File: config.mk
export PLATFORM = sky130hd
export DESIGN_NAME = reset_hold_ctrl
export DESIGN_NICKNAME = d
export VERILOG_FILES = /design/src/rtl/reset_hold_ctrl_pkg.sv /design/src/rtl/reset_hold_ctrl.sv
export SDC_FILE = /design/constraint.sdc
export NUM_CORES = 1
export LEC_CHECK = 0
export ABC_AREA = 1
export CAP_MARGIN = 20
export CORE_AREA = 2 2 51 53
export CTS_BUF_LIST = sky130_fd_sc_hd__clkbuf_16
export DETAILED_ROUTE_END_ITERATION = 12
export DIE_AREA = 0 0 53 55
export GPL_ROUTABILITY_DRIVEN = 0
export PLACE_DENSITY = 0.8
export SETUP_SLACK_MARGIN = 0.4
export SYNTH_ARGS = -nofsm -noshare
export SYNTH_HDL_FRONTEND = slang
export SYNTH_SLANG_ARGS = --single-unit
File: constraint.sdc
create_clock -name clk_2K -period 2 [get_ports clk_2K]
set_input_delay 0.6 -clock clk_2K [delete_from_list [all_inputs] [get_ports clk_2K]]
set_output_delay 0.6 -clock clk_2K [all_outputs]
set_load 0.05 [all_outputs]
File: src/rtl/reset_hold_ctrl_pkg.sv
// Shared definitions for the reset-button hold controller: FSM encoding and
// the default width of the 2 kHz game counter it supervises.
package reset_hold_ctrl_pkg;

    localparam int CNT_WIDTH = 12;

    typedef enum logic [2:0] {
        IDLE    = 3'd0,
        CLEAR   = 3'd1,
        HOLD    = 3'd2,
        FIRE    = 3'd3,
        RELEASE = 3'd4
    } state_t;

    // The counter is held in measurement mode in every state except IDLE.
    function automatic logic counter_active(input state_t s);
        return (s != IDLE);
    endfunction

endpackage

File: src/rtl/reset_hold_ctrl.sv
// Separates short and long (>=2 s) presses of the reset button using the
// external game counter, and captures free-running counts as dealer seeds.
module reset_hold_ctrl
    import reset_hold_ctrl_pkg::*;
#(
    parameter int WIDTH = CNT_WIDTH
) (
    input  logic             clk_2K,
    input  logic             i_Rst_n,
    input  logic             i_ResetBtn,
    input  logic [WIDTH-1:0] i_Count,
    input  logic             i_TwoSec,
    input  logic             i_SeedReq,
    output logic             o_RstCounter,
    output logic             o_ActCounter,
    output logic             o_ShortPress,
    output logic             o_GameReset,
    output logic [WIDTH-1:0] o_Seed,
    output logic             o_SeedValid
);

    state_t state;
    logic   seed_pend;
    logic   short_p0;

    always_ff @(posedge clk_2K) begin
        if (!i_Rst_n) begin
            state        <= IDLE;
            seed_pend    <= 1'b0;
            short_p0     <= 1'b0;
            o_ShortPress <= 1'b0;
            o_Seed       <= '0;
            o_SeedValid  <= 1'b0;
        end else begin
            short_p0     <= 1'b0;
            o_ShortPress <= short_p0;
            o_SeedValid  <= 1'b0;

            case (state)
                IDLE:    if (i_ResetBtn) state <= CLEAR;
                CLEAR:   state <= HOLD;
                HOLD: begin
                    // The two-second flag wins over a release in the same cycle.
                    if (i_TwoSec) begin
                        state <= FIRE;
                    end else if (!i_ResetBtn) begin
                        state    <= IDLE;
                        short_p0 <= 1'b1;
                    end
                end
                FIRE:    state <= RELEASE;
                RELEASE: if (!i_ResetBtn) state <= IDLE;
                default: state <= IDLE;
            endcase

            // Seed requests outside IDLE stay pending; repeats merge into one capture.
            if (state == IDLE && (seed_pend || i_SeedReq)) begin
                o_Seed      <= i_Count;
                o_SeedValid <= 1'b1;
                seed_pend   <= 1'b0;
            end else if (i_SeedReq) begin
                seed_pend <= 1'b1;
            end
        end
    end

    assign o_RstCounter = (state == CLEAR);
    assign o_ActCounter = counter_active(state);
    assign o_GameReset  = (state == FIRE);

endmodule

### Sequential cells colored by netlist name

Drawn at 6 px/um. Other sequential cells in the stronger gray, the rest of the logic in the fainter gray.
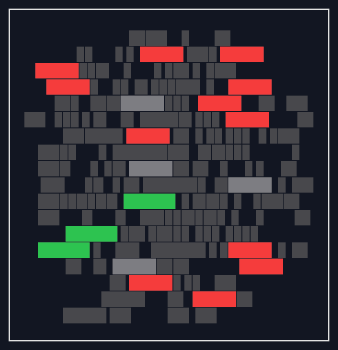
Key: state = green [sequential cells 3]; o_Seed = red [sequential cells 12]
Another 4 sequential cells are not colored.

### Signal metal coverage by tile

Drawn at 6 px/um. 11 x 11 tiles, from dark purple (low) to yellow (high), scaled to the fullest tile. Values are wire area over tile area, all layers added.
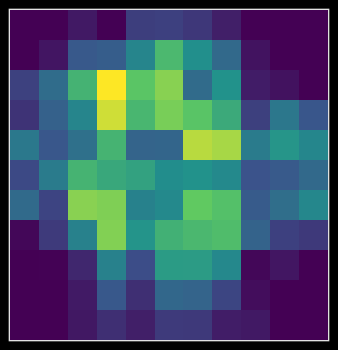
The densest ninth of the die: middle. The fullest tile reaches 0.37. 25% of the tiles are over half the peak. The emptiest ninth of the die: bottom right.
DR vias: 947
GRT Total Usage: 15.8%
mean routed wirelength per cell: 10.6 um
WL final: 2210 um

### Supply network

Drawn at 8 px/um. Pins as bars on the die edge.
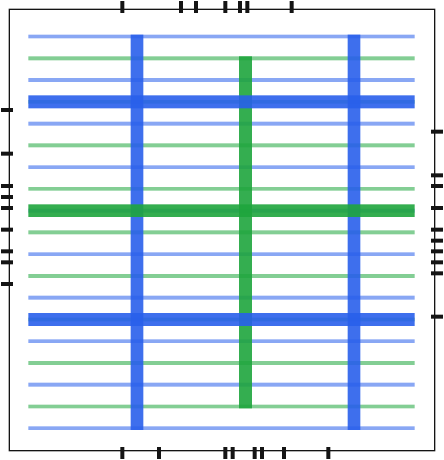
Key: VSS = blue; VDD = green
3 straps on met5. The core has 18 rows.

### Cell sizes after repair

Drawn at 4 px/um.
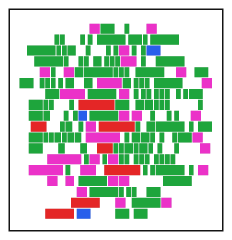
Key: drive 1 or less = green [cells 138, share 77%, most used inv_1]; drive 2 = blue [cells 3, share 1.7%, most used nand3_2]; drive 6 and up = red [cells 7, share 3.9%, most used clkbuf_16]; drive 3 to 4 = magenta [cells 31, share 17%, most used buf_4]
Finished Cell Area: 1430 um2
P&R area growth vs syn: 55.8%
PnR worst setup slack: 0.401 ns
Plain + repair buffers: 40

==> Changelog: implementation <==
## Flow update

- Std cell rows: 18
- Most numerous cell in the Yosys netlist: inv_1
- Psw: between 400 and 500 uW
- Sequential power share: between 30 and 40%
- Setup Fix Bufs, Post-CTS: 2
- Gates resized, CTS repair: 13
- Non-clock buffer share of cell area: roughly a quarter
- Num CTS Buffers: 3
- CTS H-tree depth: 1
- Number of nets with antenna violations after routing: 0
- Hold path start: short_p0
- Clock Skew: 0.00177 ns
- Int Power: ~870 uW
- Yosys aoi share: around 2.2%
- Syn avg cell area: about 6.6 um2
- Global route overflow: 0
- Critical R2R Launch: state[0]
- Max Clk Rate: approximately 0.63 GHz
- Largest class: sequential cells
- First DRT Iteration DRCs: 13
- Status: finished clean
- Crit. path cell count: 4
- Core box area: between 2000 and 2500 um2
- FF-to-FF End: o_Seed[6]
- Worst Path Arrival: 1.00 ns
- Largest net degree at the start of global routing: 15
- Clock-pin slew on the worst setup and hold paths: 0.05 ns
- Number of global-route vias before repair: about 890
- Slew HR: between 70% and 80%
- Biggest consumer: combinational cells
- CTS sink cnt: 19
- Post-synth EDFFs: 0
- I/O Buffers: 33
- Hold_buf cts: 0
- Critical path startpoint: state[1]
- Top layer in use: met4
- Cells along the critical path: inv_4 -> nand3_4 -> clkinvlp_4 -> buf_12
- Crit Path Max Fanout: 4
- Top cell area share: between 40% and 50%
- CTS root buf: clkbuf_16
- Crit Path Category: flip-flop to primary output
- Clk buf depth: 2
per-stage QoR:
| stage | hold slack (ns) | std cells | power, mW | utilization (%) | setup slack, ns |
|---|---|---|---|---|---|
| 2_1_floorplan | 0.390 | 140 | 0.783 | - | 0.402 |
| 3_3_place_gp | 0.408 | 200 | 0.914 | 53.2 | 0.177 |
| 3_5_place_dp | 0.409 | 200 | 0.924 | 53.2 | 0.124 |
| 4_1_cts | 0.429 | 206 | 1.33 | 58.5 | 0.368 |
| 5_1_grt | 0.476 | 209 | 1.42 | 60.4 | 0.375 |
| 6_report | 0.460 | 209 | 1.35 | 60.4 | 0.401 |
routing by layer:
metal | up-vias | GRT usage [%]
met4 | 0 | 5.56
met5 | - | 0
met3 | 2 | 1.61
li1 | 493 | -
met2 | 31 | 30.2
met1 | 421 | 18.3
layout by cell type, fill, tap and decap left out:
| cell type | n |
|---|---|
| and3_1 | 1 |
| buf_4 | 21 |
| inv_4 | 1 |
| o21ai_0 | 2 |
| buf_6 | 1 |
| buf_12 | 2 |
| nand3_2 | 2 |
| nand2_4 | 1 |
| dfxtp_4 | 3 |
| nand3_4 | 2 |
| clkbuf_16 | 3 |
| inv_8 | 1 |
| clkdlybuf4s50_1 | 16 |
| dfxtp_1 | 16 |
| nand4_1 | 12 |
| nand2_2 | 1 |
| inv_1 | 42 |
| clkinvlp_4 | 2 |
| nor2_4 | 1 |
| nand2_1 | 28 |
| nor2_1 | 16 |
| nand3_1 | 2 |
| a21oi_1 | 2 |
| nor3_1 | 1 |
sequential cells by signal, summed over array words and instances, names as in the netlist:
signal and cells:
o_SeedValid 1, short_p0 1, seed_pend 1, o_ShortPress 1, o_Seed 12, state 3
Power figures rest on the tool's default switching activity, not on a simulated workload.
